==> config.mk <==
export PLATFORM = sky130hd
export DESIGN_NAME = axi_wr_arb
export DESIGN_NICKNAME = d
export VERILOG_FILES = /design/src/rtl/axi_wr_arb_pkg.sv /design/src/rtl/axi_wr_arb_rr_pick.sv /design/src/rtl/axi_wr_arb.sv
export SDC_FILE = /design/constraint.sdc
export NUM_CORES = 1
export LEC_CHECK = 0
export ABC_AREA = 1
export CAP_MARGIN = 5
export CORE_AREA = 5 5 136 138
export DETAILED_ROUTE_END_ITERATION = 6
export DIE_AREA = 0 0 141 143
export PLACE_DENSITY = 0.64
export SLEW_MARGIN = 20
export SYNTH_ARGS = -nofsm -noshare
export SYNTH_HDL_FRONTEND = slang
export SYNTH_SLANG_ARGS = --single-unit
==> constraint.sdc <==
create_clock -name clk -period 3.95 [get_ports clk]
set_input_delay 0.79 -clock clk [delete_from_list [all_inputs] [get_ports clk]]
set_output_delay 0.79 -clock clk [all_outputs]
set_load 0.01 [all_outputs]
==> src/rtl/axi_wr_arb_pkg.sv <==
// axi_wr_arb_pkg
// Shared definitions for the AXI write-port arbiter:
//   - FSM state encoding
//   - constant AW attribute codes driven downstream
//   - round-robin pointer advance helper
package axi_wr_arb_pkg;

  // Arbiter FSM states; encodings are fixed so debug probes stay stable.
  typedef enum logic [1:0] {
    ST_IDLE = 2'd0,
    ST_AW   = 2'd1,
    ST_W    = 2'd2
  } state_e;

  // Every burst moves 64-bit beats with incrementing addresses.
  localparam logic [2:0] AWSIZE_64B   = 3'b011;
  localparam logic [1:0] AWBURST_INCR = 2'b01;

  // Index of the requester after idx, wrapping at n requesters.
  function automatic int rr_next(input int idx, input int n);
    int nxt;
    nxt = idx + 1;
    if (nxt >= n) begin
      nxt = 0;
    end else begin
      nxt = nxt;
    end
    return nxt;
  endfunction

endpackage

==> src/rtl/axi_wr_arb_rr_pick.sv <==
// axi_wr_arb_rr_pick
// Combinational cyclic priority select: returns the first asserted request
// at or after ptr, wrapping at NREQ.
// Ports:
//   req  in  NREQ  request vector
//   ptr  in  IDXW  highest-priority index (always < NREQ)
//   any  out 1     at least one request asserted
//   idx  out IDXW  winning requester index (0 when any=0)
module axi_wr_arb_rr_pick #(
  parameter int NREQ = 2,
  parameter int IDXW = 2
) (
  input  logic [NREQ-1:0] req,
  input  logic [IDXW-1:0] ptr,
  output logic            any,
  output logic [IDXW-1:0] idx
);

  // Walk the offsets from ptr in priority order; the first hit wins.
  // Both loops unroll, so every req[] select uses a constant index.
  always_comb begin
    any = 1'b0;
    idx = '0;
    for (int off = 0; off < NREQ; off++) begin
      for (int j = 0; j < NREQ; j++) begin
        if (!any && req[j] &&
            (((int'(ptr) + off) == j) || ((int'(ptr) + off - NREQ) == j))) begin
          any = 1'b1;
          idx = IDXW'(j);
        end else begin
          // earlier winner (if any) is kept
        end
      end
    end
  end

endmodule

==> src/rtl/axi_wr_arb.sv <==
// axi_wr_arb
// Round-robin arbiter sharing one AXI write-request port among NREQ store
// requesters. A grant covers one AW handshake plus all W beats through the
// requester's wlast. B responses are steered back in order through an owner
// FIFO that records the granted index at each AW handshake.
// Ports:
//   clk, rst                      clock, synchronous active-high reset
//   req_aw* / req_awrdy           per-requester AW channel (packed, req 0 in LSBs)
//   req_w*  / req_wrdy            per-requester W channel
//   req_bvld / req_bresp / req_brdy  per-requester B channel
//   lsu_axi_aw* / axi_lsu_awrdy   downstream AW channel
//   lsu_axi_w*  / axi_lsu_wrdy    downstream W channel
//   axi_lsu_bvld / axi_lsu_bresp / lsu_axi_brdy  downstream B channel
module axi_wr_arb
  import axi_wr_arb_pkg::*;
#(
  parameter int NREQ = 2,
  parameter int OUTS = 4,
  parameter int IDXW = 2
) (
  input  logic               clk,
  input  logic               rst,
  input  logic [NREQ-1:0]    req_awvld,
  input  logic [NREQ*10-1:0] req_awaddr,
  input  logic [NREQ*8-1:0]  req_awlen,
  input  logic [NREQ*3-1:0]  req_awstr,
  input  logic [NREQ*12-1:0] req_oram_addr,
  output logic [NREQ-1:0]    req_awrdy,
  input  logic [NREQ*64-1:0] req_wdata,
  input  logic [NREQ*8-1:0]  req_wstrb,
  input  logic [NREQ-1:0]    req_wlast,
  input  logic [NREQ-1:0]    req_wvld,
  output logic [NREQ-1:0]    req_wrdy,
  output logic [NREQ-1:0]    req_bvld,
  output logic [NREQ*2-1:0]  req_bresp,
  input  logic [NREQ-1:0]    req_brdy,
  output logic               lsu_axi_awvld,
  output logic [7:0]         lsu_axi_awid,
  output logic [9:0]         lsu_axi_awaddr,
  output logic [7:0]         lsu_axi_awlen,
  output logic [2:0]         lsu_axi_awsize,
  output logic [1:0]         lsu_axi_awburst,
  output logic [2:0]         lsu_axi_awstr,
  output logic [11:0]        lsu_axi_oram_addr,
  input  logic               axi_lsu_awrdy,
  output logic [63:0]        lsu_axi_wdata,
  output logic [7:0]         lsu_axi_wstrb,
  output logic               lsu_axi_wlast,
  output logic               lsu_axi_wvld,
  input  logic               axi_lsu_wrdy,
  input  logic               axi_lsu_bvld,
  input  logic [1:0]         axi_lsu_bresp,
  output logic               lsu_axi_brdy
);

  localparam int PW = $clog2(OUTS);

  state_e          state;
  logic [IDXW-1:0] gnt;
  logic [IDXW-1:0] rr_ptr;

  logic            pick_any;
  logic [IDXW-1:0] pick_idx;

  // Granted-slice views of the requester buses.
  logic        sel_awvld;
  logic [9:0]  sel_awaddr;
  logic [7:0]  sel_awlen;
  logic [2:0]  sel_awstr;
  logic [11:0] sel_oram;
  logic [63:0] sel_wdata;
  logic [7:0]  sel_wstrb;
  logic        sel_wlast;
  logic        sel_wvld;

  // Owner FIFO: one entry per AW accepted but not yet answered on B.
  logic [IDXW-1:0] owner_q [OUTS];
  logic [PW-1:0]   wr_ptr;
  logic [PW-1:0]   rd_ptr;
  logic [PW:0]     count;
  logic            fifo_full;
  logic            fifo_empty;
  logic [IDXW-1:0] head;

  logic aw_hs;
  logic w_last_hs;
  logic push;
  logic pop;

  axi_wr_arb_rr_pick #(
    .NREQ (NREQ),
    .IDXW (IDXW)
  ) u_rr_pick (
    .req (req_awvld),
    .ptr (rr_ptr),
    .any (pick_any),
    .idx (pick_idx)
  );

  // Select the granted requester's AW and W fields.
  always_comb begin
    sel_awvld  = 1'b0;
    sel_awaddr = 10'd0;
    sel_awlen  = 8'd0;
    sel_awstr  = 3'd0;
    sel_oram   = 12'd0;
    sel_wdata  = 64'd0;
    sel_wstrb  = 8'd0;
    sel_wlast  = 1'b0;
    sel_wvld   = 1'b0;
    for (int i = 0; i < NREQ; i++) begin
      if (gnt == IDXW'(i)) begin
        sel_awvld  = req_awvld[i];
        sel_awaddr = req_awaddr[i*10 +: 10];
        sel_awlen  = req_awlen[i*8 +: 8];
        sel_awstr  = req_awstr[i*3 +: 3];
        sel_oram   = req_oram_addr[i*12 +: 12];
        sel_wdata  = req_wdata[i*64 +: 64];
        sel_wstrb  = req_wstrb[i*8 +: 8];
        sel_wlast  = req_wlast[i];
        sel_wvld   = req_wvld[i];
      end else begin
        // non-granted slices leave the defaults
      end
    end
  end

  // Downstream AW/W: valids are only exposed in the matching FSM state,
  // so nothing leaks out while IDLE is arbitrating.
  assign lsu_axi_awvld     = (state == ST_AW) && sel_awvld;
  assign lsu_axi_awid      = 8'(gnt);
  assign lsu_axi_awaddr    = sel_awaddr;
  assign lsu_axi_awlen     = sel_awlen;
  assign lsu_axi_awsize    = AWSIZE_64B;
  assign lsu_axi_awburst   = AWBURST_INCR;
  assign lsu_axi_awstr     = sel_awstr;
  assign lsu_axi_oram_addr = sel_oram;
  assign lsu_axi_wdata     = sel_wdata;
  assign lsu_axi_wstrb     = sel_wstrb;
  assign lsu_axi_wlast     = sel_wlast;
  assign lsu_axi_wvld      = (state == ST_W) && sel_wvld;

  assign aw_hs     = lsu_axi_awvld && axi_lsu_awrdy;
  assign w_last_hs = lsu_axi_wvld && axi_lsu_wrdy && sel_wlast;

  // Route downstream readies back to the granted requester only.
  always_comb begin
    req_awrdy = '0;
    req_wrdy  = '0;
    for (int i = 0; i < NREQ; i++) begin
      if (gnt == IDXW'(i)) begin
        req_awrdy[i] = (state == ST_AW) && axi_lsu_awrdy;
        req_wrdy[i]  = (state == ST_W) && axi_lsu_wrdy;
      end else begin
        // non-granted requesters stay stalled
      end
    end
  end

  // Arbitration FSM. IDLE registers the winner so there is a full cycle
  // between req_awvld and lsu_axi_awvld; a full owner FIFO holds off grants.
  always_ff @(posedge clk) begin
    if (rst) begin
      state  <= ST_IDLE;
      gnt    <= '0;
      rr_ptr <= '0;
    end else begin
      case (state)
        ST_IDLE: begin
          if (pick_any && !fifo_full) begin
            gnt   <= pick_idx;
            state <= ST_AW;
          end else begin
            state <= ST_IDLE;
          end
        end
        ST_AW: begin
          if (aw_hs) begin
            state <= ST_W;
          end else begin
            state <= ST_AW;
          end
        end
        ST_W: begin
          if (w_last_hs) begin
            state  <= ST_IDLE;
            // The requester just served drops to lowest priority.
            rr_ptr <= IDXW'(rr_next(int'(gnt), NREQ));
          end else begin
            state <= ST_W;
          end
        end
        default: begin
          state <= ST_IDLE;
        end
      endcase
    end
  end

  assign fifo_full  = (count == (PW+1)'(OUTS));
  assign fifo_empty = (count == (PW+1)'(0));
  assign head       = owner_q[rd_ptr];
  assign push       = aw_hs;
  assign pop        = axi_lsu_bvld && lsu_axi_brdy;

  // Steer the in-order B response to the FIFO head owner. With the FIFO
  // empty nothing is ready, so a stray response stays visible downstream.
  always_comb begin
    req_bvld     = '0;
    lsu_axi_brdy = 1'b0;
    for (int i = 0; i < NREQ; i++) begin
      if (!fifo_empty && (head == IDXW'(i))) begin
        req_bvld[i]  = axi_lsu_bvld;
        lsu_axi_brdy = req_brdy[i];
      end else begin
        // not the owner of the current response
      end
    end
  end

  assign req_bresp = {NREQ{axi_lsu_bresp}};

  // Owner FIFO storage and pointers. Push and pop in one cycle leave the
  // count unchanged, even when full (the pop frees the slot being written).
  always_ff @(posedge clk) begin
    if (rst) begin
      wr_ptr <= '0;
      rd_ptr <= '0;
      count  <= '0;
      for (int i = 0; i < OUTS; i++) begin
        owner_q[i] <= '0;
      end
    end else begin
      if (push) begin
        owner_q[wr_ptr] <= gnt;
        wr_ptr          <= wr_ptr + PW'(1);
      end else begin
        wr_ptr <= wr_ptr;
      end
      if (pop) begin
        rd_ptr <= rd_ptr + PW'(1);
      end else begin
        rd_ptr <= rd_ptr;
      end
      case ({push, pop})
        2'b10:   count <= count + (PW+1)'(1);
        2'b01:   count <= count - (PW+1)'(1);
        default: count <= count;
      endcase
    end
  end

endmodule
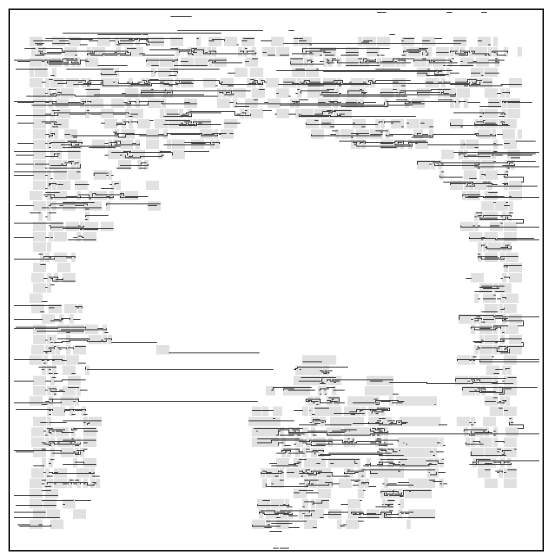
**Above:** the metal 1 layer.
- wire length on this layer: 4950 um
- nets with wire on the layer: 845

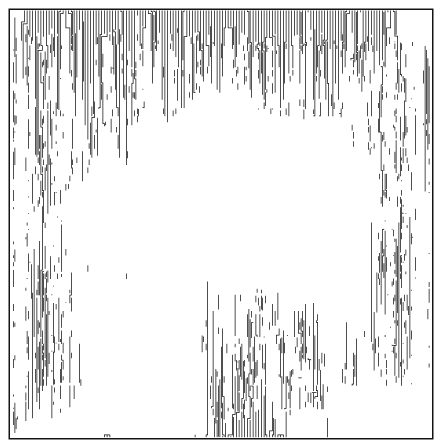
**Above:** the metal 2 layer.
- longest straight run: 51.7 um
- main direction: vertical
- nets with wire on the layer: 746
- wire length on this layer: 6650 um
- share of all routed wire: 49%

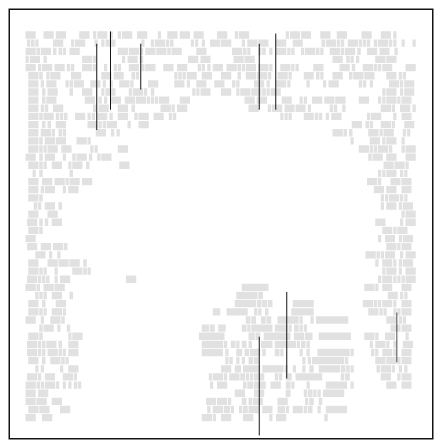
**Above:** the metal 4 layer.
- wire length on this layer: 194 um
- longest straight run: 32.6 um
- nets with wire on the layer: 8
Routed WL: 13500 um
Vias: 3826

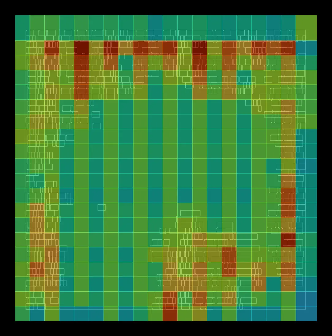
**Above:** routing congestion map.
grt met2 use: 20.8%
per-cell routed wire length: 13.3 um
total track usage: 11.7%
global routing usage on met3: 5.29%
gr busiest metal: met2

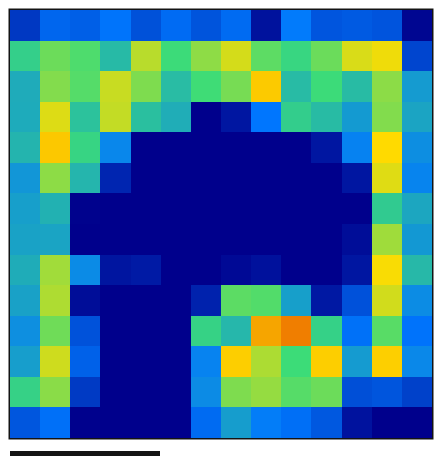
**Above:** cell area per tile.
Bar = 50 um. The die is cut into 14 by 14 equal tiles; dark blue is low, red is high, 0 to 100% covered.
- mean over tiles: 28%
- emptiest ninth of the die: center
- tiles over 75% full: 4.1%

==> out/qor.yml <==
holdCritStartpoint: "count[0]"
tightest_slew_ns: 0.601
start_kind: "primary input"
leakagePower_nw: 2.69
die_h_um: 143
nNetsFinal: 1020
fp_util_pct: 13.6
async_reset_ff_share_pct: 0
status: "finished, final reports clean"
ys.flops: 17
r2r_end: "count[1]"
slew_headroom_pct: 59.9
fillers: 1844
holdWs_ns: 0.446
grt_max_degree: 68
ff2ff_path_depth: 8
peakVddDrop_mv: 0.140
die_w_um: 141
skew_ns: 0.00321
gr-total-overflow: 0
cell usage in the layout (no fill, tap or decap), drive strengths merged:
cell,instances
nor4,1
a21oi,12
clkinv,2
nor3b,1
inv,18
edfxtp,4
nor2,17
buf,4
fa,1
nor3,4
a31oi,1
conb,12
nand4,2
dfxtp,13
ha,1
o21ai,8
nand2,341
o31ai,2
clkbuf,3
o22ai,1
nand3,6
clkdlybuf4s50,338
synthesized netlist by cell type (all sizes together), types with 2 or more instances:
cell	n
a21oi	12
buf	28
clkbuf	13
conb	2
dfxtp	13
edfxtp	4
inv	19
nand2	341
nand3	6
nand4	2
nor2	17
nor3	4
o21ai	8
o31ai	2
metrics by stage:
| step | instances | setup WS, ns | area, um2 |
|---|---|---|---|
| 3_3_place_gp | 1013 | 1.01 | 5840 |
| 6_report | 1017 | 0.988 | 5920 |
| 3_5_place_dp | 1013 | 1.00 | 5840 |
| 4_1_cts | 1017 | 0.998 | 5920 |
| 2_1_floorplan | 487 | 1.78 | 2350 |
| 5_1_grt | 1017 | 0.969 | 5920 |
metal layers:
metal  wire (um)  up-vias  track usage, %
met5           0        -               0
met4         193        0            2.55
li1            -     2040               -
met3        1750       17            5.29
met1        4950     1558            12.9
met2        6650      211            20.8
layout make-up:
class	count	area share, %
Clock inverter	1	0.0846
Multi-Input combinational cell	410	28.3
Sequential cell	17	6.49
Inverter	19	1.23
Tap cell	225	4.76
Timing Repair Buffer	342	57.9
Clock buffer	3	1.27
worst max-delay path, cell delays in order:
cell	delay [ns]
clkdlybuf4s50_1	0.52
nand2_2	0.09
a21oi_4	0.21
clkdlybuf4s50_1	0.57
worst min-delay path by stage:
stage,end,cells past startpoint
floorplan,count[0],1
global placement,count[0],1
detailed placement,count[0],1
CTS,count[0],1
global route,count[0],1
finish,count[0],1
report_power, final:
part,internal [mW],total [mW],leakage (nW),switching (mW)
Combinational,0.631,1.16,2.50,0.526
Clock,0.135,0.200,0.0409,0.0651
Sequential,0.194,0.203,0.148,0.00922
cell families (layout without fill, tap and decap cells):
family	count (synthesis)	after routing	synth area share [%]
and+or+nand+nor	372	372	62.4
buffers and inverters	60	365	12.9
AOI/OAI and AO/OA	24	24	6.60
DFF	17	17	16.4
adders and majority gates	2	2	1.41
other	2	12	0.325
Power and IR drop assume default switching activity.
